### src/rtl/alu_sched.sv
// Two-requester ALU scheduler: arbitrates one operation at a time into a single ALU,
// returns the result over a valid/ready response port and keeps an [N Z V C] status register.
module alu (
  input  logic [3:0]  op,
  input  logic [15:0] a,
  input  logic [15:0] b,
  output logic [15:0] result,
  output logic [3:0]  flags,
  output logic        err,
  output logic        wb
);
  logic [16:0] ext;
  logic        v;

  always_comb begin
    ext = 17'd0;
    v   = 1'b0;
    err = 1'b0;
    wb  = 1'b1;
    unique case (op)
      4'd0: begin
        ext = {1'b0, a} + {1'b0, b};
        v   = (a[15] == b[15]) && (ext[15] != a[15]);
      end
      4'd1: begin
        ext = {1'b0, a} - {1'b0, b};
        v   = (a[15] != b[15]) && (ext[15] != a[15]);
      end
      4'd2: ext = {1'b0, a} + 17'd1;
      4'd3: ext = {1'b0, a} - 17'd1;
      4'd4: ext = {1'b0, a & b};
      4'd5: ext = {1'b0, a | b};
      4'd6: ext = {1'b0, a ^ b};
      4'd7: ext = {1'b0, ~a};
      4'd8: begin
        ext = {1'b0, a} - {1'b0, b};
        wb  = 1'b0;
      end
      default: begin
        err = 1'b1;
        wb  = 1'b0;
      end
    endcase
  end

  // Bit 16 of the extended result is carry for adds and borrow for subtracts.
  assign result = err ? 16'h0000 : ext[15:0];
  assign flags  = err ? 4'b0100 : {ext[15], ext[15:0] == 16'h0000, v, ext[16]};
endmodule

module alu_sched #(
  parameter int PRIO_FIXED = 0
) (
  input  logic        clk,
  input  logic        rst_n,
  input  logic        req0_valid,
  output logic        req0_ready,
  input  logic [3:0]  req0_op,
  input  logic [15:0] req0_a,
  input  logic [15:0] req0_b,
  input  logic        req1_valid,
  output logic        req1_ready,
  input  logic [3:0]  req1_op,
  input  logic [15:0] req1_a,
  input  logic [15:0] req1_b,
  output logic        rsp_valid,
  input  logic        rsp_ready,
  output logic        rsp_id,
  output logic [15:0] rsp_result,
  output logic [3:0]  rsp_flags,
  output logic        rsp_wb,
  output logic        rsp_err,
  output logic [3:0]  flags_q,
  output logic        busy
);
  typedef enum logic [1:0] {IDLE, EXEC, RESP} state_t;

  typedef struct packed {
    logic [3:0]  op;
    logic [15:0] a;
    logic [15:0] b;
    logic        id;
  } cap_t;

  state_t      state_q, state_d;
  cap_t        cap_q;
  logic        last_grant;
  logic        gnt_id;
  logic        hs;
  logic [15:0] alu_result;
  logic [3:0]  alu_flags;
  logic        alu_err, alu_wb;

  always_comb begin
    gnt_id = 1'b0;
    if (req0_valid && req1_valid)
      gnt_id = (PRIO_FIXED != 0) ? 1'b0 : ~last_grant;
    else if (req1_valid)
      gnt_id = 1'b1;
  end

  assign req0_ready = (state_q == IDLE) && req0_valid && !gnt_id;
  assign req1_ready = (state_q == IDLE) && req1_valid && gnt_id;
  assign hs         = req0_ready || req1_ready;
  assign busy       = (state_q != IDLE);

  always_comb begin
    state_d = state_q;
    unique case (state_q)
      IDLE:    if (hs) state_d = EXEC;
      EXEC:    state_d = RESP;
      RESP:    if (rsp_ready) state_d = IDLE;
      default: state_d = IDLE;
    endcase
  end

  always_ff @(posedge clk or negedge rst_n) begin
    if (!rst_n) state_q <= IDLE;
    else        state_q <= state_d;
  end

  // ALU sees only the captured operation, never the live requester ports.
  alu u_alu (
    .op     (cap_q.op),
    .a      (cap_q.a),
    .b      (cap_q.b),
    .result (alu_result),
    .flags  (alu_flags),
    .err    (alu_err),
    .wb     (alu_wb)
  );

  always_ff @(posedge clk or negedge rst_n) begin
    if (!rst_n) begin
      cap_q      <= '0;
      last_grant <= 1'b1;
      rsp_valid  <= 1'b0;
      rsp_id     <= 1'b0;
      rsp_result <= 16'h0000;
      rsp_flags  <= 4'h0;
      rsp_wb     <= 1'b0;
      rsp_err    <= 1'b0;
      flags_q    <= 4'h0;
    end else begin
      if (hs) begin
        cap_q      <= gnt_id ? cap_t'{req1_op, req1_a, req1_b, 1'b1}
                             : cap_t'{req0_op, req0_a, req0_b, 1'b0};
        last_grant <= gnt_id;
      end
      if (state_q == EXEC) begin
        rsp_valid  <= 1'b1;
        rsp_id     <= cap_q.id;
        rsp_result <= alu_result;
        rsp_flags  <= alu_flags;
        rsp_wb     <= alu_wb;
        rsp_err    <= alu_err;
        if (!alu_err) flags_q <= alu_flags;
      end
      if (state_q == RESP && rsp_ready) rsp_valid <= 1'b0;
    end
  end
endmodule

### config.mk
export PLATFORM = sky130hd
export DESIGN_NAME = alu_sched
export DESIGN_NICKNAME = d
export VERILOG_FILES = /design/src/rtl/alu_sched.sv
export SDC_FILE = /design/constraint.sdc
export NUM_CORES = 1
export LEC_CHECK = 0
export ABC_CLOCK_PERIOD_IN_PS = 3000
export CORE_UTILIZATION = 50
export DETAILED_ROUTE_END_ITERATION = 10
export PLACE_DENSITY = 0.86
export SYNTH_ARGS = -nofsm -noshare
export SYNTH_HDL_FRONTEND = slang
export SYNTH_SLANG_ARGS = --single-unit
export TNS_END_PERCENT = 5
### constraint.sdc
create_clock -name clk -period 3 [get_ports clk]
set_input_delay 0.45 -clock clk [delete_from_list [all_inputs] [get_ports clk]]
set_output_delay 0.45 -clock clk [all_outputs]
set_load 0.02 [all_outputs]
==> run_1/metal_stack.png <==
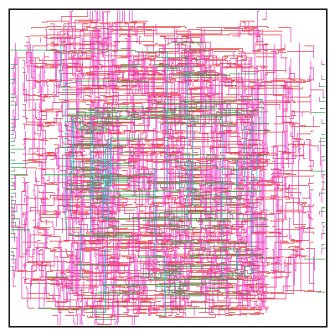
red -> met1  # wire length 10100 microns
green -> met3  # wire length 2300 microns
magenta -> met2  # wire length 10900 microns
cyan -> met4  # wire length 694 microns

==> run_1/pins.png <==
Pins as bars across the die edge, other pins in gray.
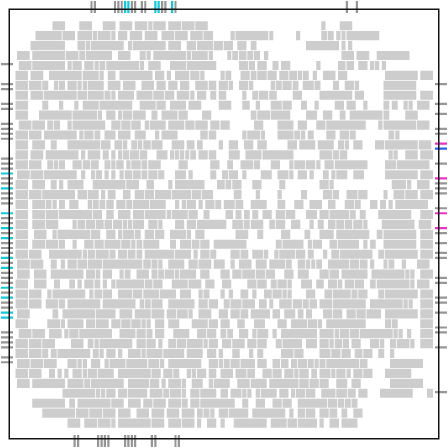
blue -> rsp_err  # pins 1, direction output, edge right
cyan -> req0_a  # pins 16, direction input, edge 11 left, 5 top
magenta -> flags_q  # pins 4, direction output, edge right

==> run_1/clock_map.png <==
Scale bar: 20 microns.
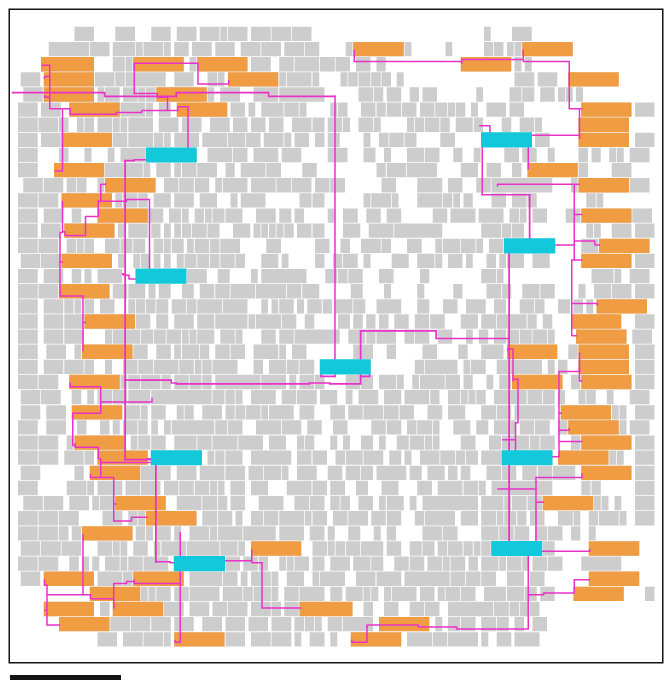
cyan -> cells driving clock nets  # count 9
orange -> flip-flops  # count 67
magenta -> clock wires  # length 1070 microns
flops lie = widely spread

==> run_1/cell_classes.png <==
Fill, decap, tap and diode cells in gray.
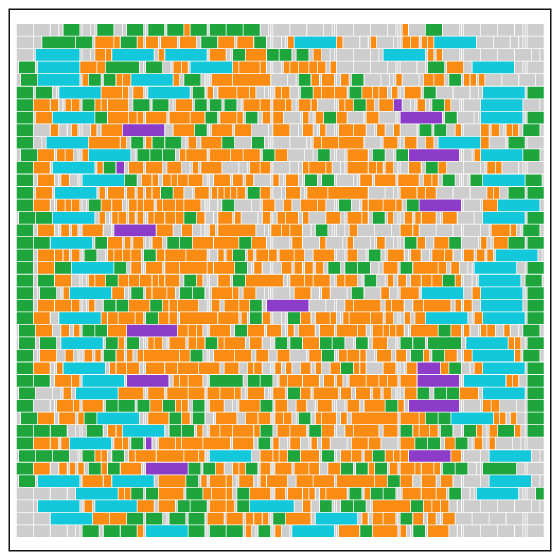
green -> other buffers and delay cells  # cells 285, share of their area 26%
purple -> clock drivers and dummy loads  # cells 16, share of their area 3.7%
cyan -> flip-flops  # cells 67, share of their area 18%
orange -> all other logic  # cells 701, share of their area 52%

==> results.yml, run 1 <==
# physical design summary
run_status:
  outcome: "complete, but fails checks"
  violations: "negative setup slack"
floorplanning:
  io_pins: 108
  fp_util_pct: 51.9
  floorplan.die.height_microns: 117
  std_cell_rows: 41
global_routing:
  grt_util_overall_pct: 36.5
  initial_antenna_violation_count: 0
worst_setup_path:
  worst_path_dominant_cell_family: "AND-OR/OR-AND gates"
  critical_path_class: "reg -> reg"
  worst-path-max-fanout: 4
  cpPeakStageDelay_ns: 0.42
  reg2reg_depth: 13
  worst_path_max_delay_cell: "a222oi_1"
  crit-reg2reg-capture: "flags_q[2]"
  worst-endpoint-required_ns: 3.25
  regToRegSetupSlack_ns: -0.26
  critPathArrivalTime_ns: 3.51
  reg2reg_from: "cap_q[6]"
  worst_setup_path_end_kind: "flop"
  start_kind: "flop"
  cp_cell_sequence: "inv_1 > buf_4 > ha_1 > nor2b_1 > nor4_1 > buf_4 > a21o_1 > a221o_1 > a222oi_1 > nor4bb_2 > nand4_1 > buf_4 > o41ai_2"
synthesis:
  synth_chip_area_sq_mm: 0.00663
  synth_area_per_cell_sq_um: 7.96
  postSynth.asyncResetShare_pct: 100
  synth.yosys.num_cells: 833
  synth-edff-count: 0
  most_common_reg_cell: "dfrtp_1"
  synth_sequential_area_ratio_pct: 25.3
  synthCells: 833
  netlist.area_leader.share_pct: 24.9
  ff_latch_count_synth: 67
  netlist_top_cells_area: "dfrtp_1 (25%), ha_1 (9.2%), mux2i_1 (8.3%), a21oi_1 (5.6%), nor2_1 (5.3%)"
clocking:
  clock_tree.root_cell: "clkbuf_16"
  cts_hold_repair.buffers: 0
  numCtsBuffers: 9
  tritoncts_clock_tree: "done"
  tritoncts_num_sinks: 67
  path_clk_slew_ns: 0.06
final_layout:
  diodes: 0
  post_route_cells_drive_above_1_share_pct: 23.9
  area_growth_syn_to_layout_pct: 44.4
drt:
  initialDrtViolationCount: 828
  vias: 7477
  drt-wirelength-per-cell_microns: 19.3
  drt_wl_total_mm: 24.0
  drc_errors: 0
  viasPerCell: 6.02
final_timing:
  final-max-slew-violation-count: 0
  whs_ns: 0.163
  timing.final.hold_violations: 0
  setup_viol: 2
  max_freq_mhz: 307
  tightest_slew_ns: 1.04
  setup_slack_ns: -0.259
  rsz0062_at_grt: "yes"
  period_used_pct: 109
  clock-skew-final_ns: 0.00655
placement:
  buffer_ports.inserted: 107
  rd_place_congestion: 1.01
  dpl_worst_slack_ns: -0.262
flow_run:
  stage_log_warnings: 61
  cap_viol_max_count: 0
power_and_ir_drop:
  power_per_cell_area_mw_per_mm2: 1400
  vdd_drop_max_v: 0.000864
  p_leak_uw: 0.00431
==> run 1: logic make-up after synthesis <==
logic type	after synthesis	synth area share, %
buf+inv	120	7.47
fa+ha+maj	51	9.85
flops	67	25.3
xor+xnor	23	3.04
mux	63	10.3
compound gates	229	22.4
simple gates	280	21.6
==> run 1: state kept, by name (all words and copies together) (netlist names) <==
name        flops
cap_q          37
flags_q         4
last_grant      1
rsp_err         1
rsp_flags       3
rsp_id          1
rsp_result     16
rsp_valid       1
rsp_wb          1
state_q         2
==> run 1: metal layers <==
| metal | global-route usage [%] | up-vias | part of all wire [%] | routed length (microns) |
|---|---|---|---|---|
| met5 | 0 | - | 0 | 0 |
| li1 | - | 3465 | - | - |
| met3 | 7.31 | 66 | 9.6 | 2300 |
| met2 | 58.3 | 450 | 46 | 10900 |
| met4 | 14.6 | 0 | 2.9 | 693 |
| met1 | 48.5 | 3496 | 42 | 10100 |
==> run 1: where the power goes <==
group          switching, uW  internal, uW
Clock                    415           831
Combinational           5680          4840
Sequential               293          1310
Total                   6390          6980
==> run 1: worst max-delay path by stage <==
| stage | cells after the start | slack, ns | endpoint | startpoint |
|---|---|---|---|---|
| 2_1_floorplan | 13 | -0.008 | rsp_flags[2] | cap_q[34] |
| 3_3_place_gp | 10 | -0.20 | rsp_flags[2] | cap_q[18] |
| 3_5_place_dp | 11 | -0.26 | rsp_flags[2] | cap_q[17] |
| 4_1_cts | 10 | -0.06 | rsp_flags[2] | cap_q[2] |
| 5_1_grt | 11 | -0.32 | rsp_flags[2] | cap_q[36] |
| 6_report | 13 | -0.26 | flags_q[2] | cap_q[6] |
==> run 1: synthesized netlist by cell type, drive strengths merged, types with 11 or more instances <==
cell    count
nor2       93
a21oi      75
dfrtp      66
nand2      58
inv        55
mux2i      55
ha         49
o21ai      43
clkbuf     42
buf        23
xnor2      21
nand3      20
a211oi     13
nor4       12
nor3       11
o211ai     11
==> run 1: metrics by stage <==
step | utilization, % | total power, uW | cell area [sq um]
after detailed placement | 70.4 | 11200 | 9000
final | 75.0 | 13400 | 9580
after floorplan | - | 7060 | 6690
after global placement | 70.4 | 11000 | 9000
after CTS | 74.2 | 12800 | 9480
after global routing | 75.0 | 14200 | 9580
==> run 1: area by class of cell <==
cell class	instances	area, sq um	area share (%)
inverter	55	206	2.15
clock buffer	11	243	2.53
multi-input combinational	646	4670	48.8
sequential	67	1680	17.5
tap	172	215	2.25
timing repair buffer	285	2460	25.7
clock inverter	5	100	1.04
==> run 1: placed cells by master (no fill, tap or decap), types with 9 or more instances in the layout <==
cell type          n
nor3_1            10
nor2b_1            9
o211ai_1          11
a21oi_1           74
o21ai_0           39
buf_4            173
nor2_1            92
nand4_1           10
nand2_1           57
clkbuf_16          9
mux2i_1           55
nor4_1            10
dfrtp_1           65
inv_1             53
clkdlybuf4s50_1  106
nand3_1           20
ha_1              46
xnor2_1           18
a211oi_1          10
==> run 1: what timing repair did <==
item	4_1_cts	5_1_grt
endpoints found under the hold margin	0	0
resized	22	13
pin swaps	9	14
setup endpoints to repair	3	6
buffers inserted	5	6
## Run 2: what changed since run 1
--- a/config.mk
+++ b/config.mk
@@ -6,6 +6,7 @@
 export NUM_CORES = 1
 export LEC_CHECK = 0
 export ABC_CLOCK_PERIOD_IN_PS = 3000
+export CORE_ASPECT_RATIO = 0.5
 export CORE_UTILIZATION = 50
 export DETAILED_ROUTE_END_ITERATION = 10
 export PLACE_DENSITY = 0.86
==> run_2/clock_map.png <==
Scale bar: 50 microns.
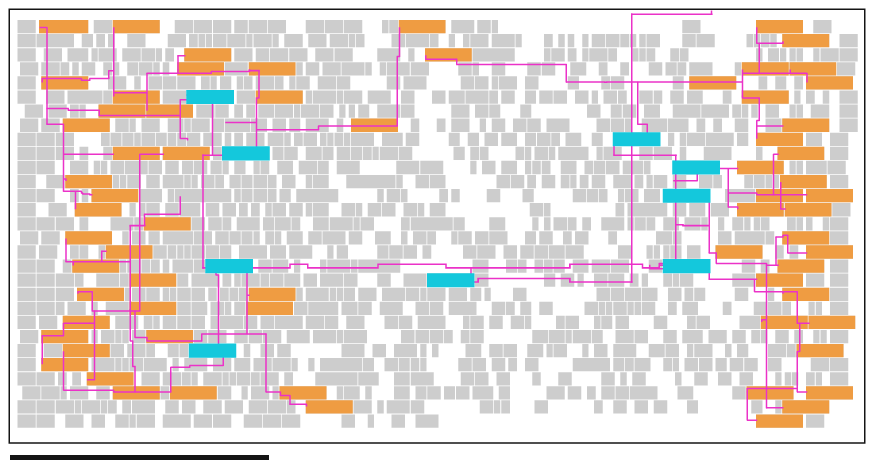
orange -> flip-flops  # count 67
magenta -> clock wires  # length 1160 microns
cyan -> cells driving clock nets  # count 9
routed clock nets = 10
flops lie = widely spread

==> run 2 against run 1 <==
  * The flow still finishes with violations (negative setup slack)
  * Synthesized cell count did not move
  * Critical path type unchanged
  * Largest power group unchanged
  * Maximum frequency rose by 0.71%
  * Non-clock buffer count fell by 1
  * Sequential power barely moved
  * First-iteration DRC count rose by 27%
  * Largest cell class unchanged
  * Utilization fell by 1.0 points
  * Total power rose by 1.2%
  * Wire length rose by 11%
  * Final area fell by 1.1%
==> results.yml, run 2 <==
# physical design summary
floorplanning:
  design.core.area_sq_mm: 0.0128
  floorplan.die.height_microns: 83.5
  fp_util_pct: 51.8
  std_cell_rows: 29
  io_pins: 108
flow_run:
  stage_log_warnings: 61
  cap_viol_max_count: 0
synthesis:
  synthCells: 833
  synthTopCellsByCount: "nor2_1 (93), a21oi_1 (74), dfrtp_1 (66)"
  ff_latch_count_synth: 67
  post_synth_num_cell_types: 76
  netlist_top_cells_area: "dfrtp_1 (25%), ha_1 (9.2%), mux2i_1 (8.3%), a21oi_1 (5.6%), nor2_1 (5.3%)"
  synth_top_cell_by_count: "nor2_1"
  synth_area_leader_cell: "dfrtp_1"
  synth_chip_area_sq_mm: 0.00663
  synth_area_per_cell_sq_um: 7.96
  netlist.area_leader.share_pct: 24.9
  synth_sequential_area_ratio_pct: 25.3
  synth.yosys.num_cells: 833
  most_common_reg_cell: "dfrtp_1"
  synth-edff-count: 0
  postSynth.asyncResetShare_pct: 100
final_layout:
  post_route_cells_drive_above_1_share_pct: 23.4
  top_register: "cap_q"
  flip_flop_count_of_the_largest_register_all_copies_and_words_added: 37
  diodes: 0
  fin_area_sq_mm: 0.00948
  reg.largest.list: "cap_q: 37 flops, rsp_result: 16 flops, flags_q: 4 flops"
  area_growth_syn_to_layout_pct: 42.9
  final_layout_top_logic_cell: "buf_4"
  top_layout_cells: "buf_4 (174), clkdlybuf4s50_1 (106), nor2_1 (92)"
placement:
  rd_place_congestion: 1.05
  dpl_cell_area_sq_mm: 0.00902
  buffer_ports.inserted: 107
run_status:
  outcome: "complete, but fails checks"
  violations: "negative setup slack"
final_timing:
  rsz0062_at_grt: "yes"
  period_used_pct: 108
  max_freq_mhz: 309
  final-max-slew-violation-count: 0
  setup_slack_ns: -0.236
  tightest_slew_ns: 1.09
  timing.final.hold_violations: 0
  clock-skew-final_ns: 0.0134
  setup_viol: 3
worst_setup_path:
  reg2reg_from: "cap_q[17]"
  critPathArrivalTime_ns: 3.47
  cp_cell_sequence: "buf_4 > buf_4 > or4b_1 > nand2_1 > xnor2_1 > a21oi_1 > or4bb_1 > nor4_2 > buf_4 > nand4_1 > o41ai_2"
  cp.buffers_inverters: 3
  regToRegSetupSlack_ns: -0.24
  cpPeakStageDelay_ns: 0.55
  start_kind: "flop"
  critical_path_class: "reg -> reg"
  worst-path-max-fanout: 9
  worst_path_dominant_cell_family: "simple AND/OR/NAND/NOR gates"
  worst_path_max_delay_cell: "or4bb_1"
  worst_setup_path_end_kind: "flop"
  worstSetupStartpoint: "cap_q[17]"
  worst-endpoint-required_ns: 3.23
global_routing:
  grt-ovfl-total: 0
  initial_antenna_violation_count: 0
drt:
  viasPerCell: 6.19
  drc_errors: 0
  drt-wirelength-per-cell_microns: 21.5
  initialDrtViolationCount: 1050
clocking:
  tritoncts_num_sinks: 67
  path_clk_slew_ns: 0.07
  tritoncts_clock_tree: "done"
  numCtsBuffers: 9
  clock_tree.root_cell: "clkbuf_16"
power_and_ir_drop:
  vdd_drop_max_v: 0.00101
  power_per_cell_area_mw_per_mm2: 1430
  p_leak_uw: 0.00425
  power_uw: 13500
==> run_2/metal_stack.png <==
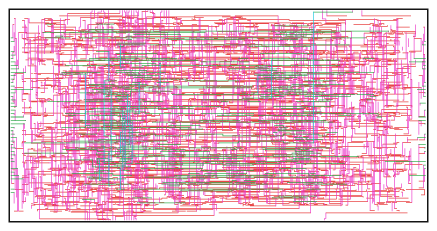
green -> met3  # wire length 3970 microns
magenta -> met2  # wire length 10400 microns
cyan -> met4  # wire length 319 microns
red -> met1  # wire length 12000 microns
Vias: 7668
total wire length: 26.6 mm
GRT Util Overall: 39.9%

==> run 2: cell counts after synthesis <==
Identical to the previous run, type by type.
==> run 2: layer usage <==
metal | up-vias | part of all wire [%] | global-route usage [%]
met5 | - | 0 | 0
met4 | 0 | 1.2 | 6.51
met3 | 41 | 15 | 11.0
met2 | 565 | 39 | 53.4
met1 | 3590 | 45 | 62.7
li1 | 3472 | - | -
==> run 2: layout make-up <==
type	count	area (sq um)
multi-input cells	646	4650
clock buffers	11	253
repair buffers	284	2420
inverters	55	206
well taps	170	213
fillers	973	3330
flip-flops and latches	67	1680
clock inverters	5	61.3
==> run 2: power breakdown <==
part           internal (uW)  total (uW)  switching [uW]  leakage, uW
combinational           4770       10800            5980      0.00332
clock                    691        1140             448     0.000144
sequential              1310        1640             326     0.000795
total                   6780       13500            6750      0.00425
==> run 2: per-stage QoR <==
stage	setup slack [ns]	hold WS, ns	utilization (%)	TNS [ns]
final	-0.236	0.294	74.0	-0.476
after global routing	-0.416	0.349	74.0	-0.950
after CTS	-0.223	0.331	73.5	-0.418
after detailed placement	-0.350	0.463	70.4	-0.683
after global placement	-0.309	0.454	70.4	-0.548
after floorplan	-0.00792	0.154	-	-0.00792
==> run 2: what timing repair did <==
| item | 4_1_cts | 5_1_grt |
|---|---|---|
| pin swaps | 7 | 2 |
| buffers inserted | 2 | 0 |
| setup endpoints to repair | 7 | 11 |
| resized | 14 | 14 |
| hold buffers | 0 | 0 |
| gates cloned | 0 | 0 |
| endpoints found under the hold margin | 0 | 0 |
==> run 2: logic make-up (layout without fill, tap and decap cells) <==
group,count (synthesis),count (layout),synth area share (%)
simple gates,280,280,21.6
compound gates,229,229,22.4
buf+inv,120,355,7.47
flops,67,67,25.3
mux,63,63,10.3
fa+ha+maj,51,51,9.85
xor+xnor,23,23,3.04
==> run 2: path summary, 6_finish.rpt <==
check	depth (start not counted)	endpoint
hold reg to reg	2	rsp_result[9]
hold / removal	2	cap_q[34]
setup / recovery	11	flags_q[2]
setup reg to reg	11	flags_q[2]
max in group asynchronous	2	rsp_wb
min in group clk	2	rsp_result[9]
Power figures rest on the tool's default switching activity, not on a simulated workload.
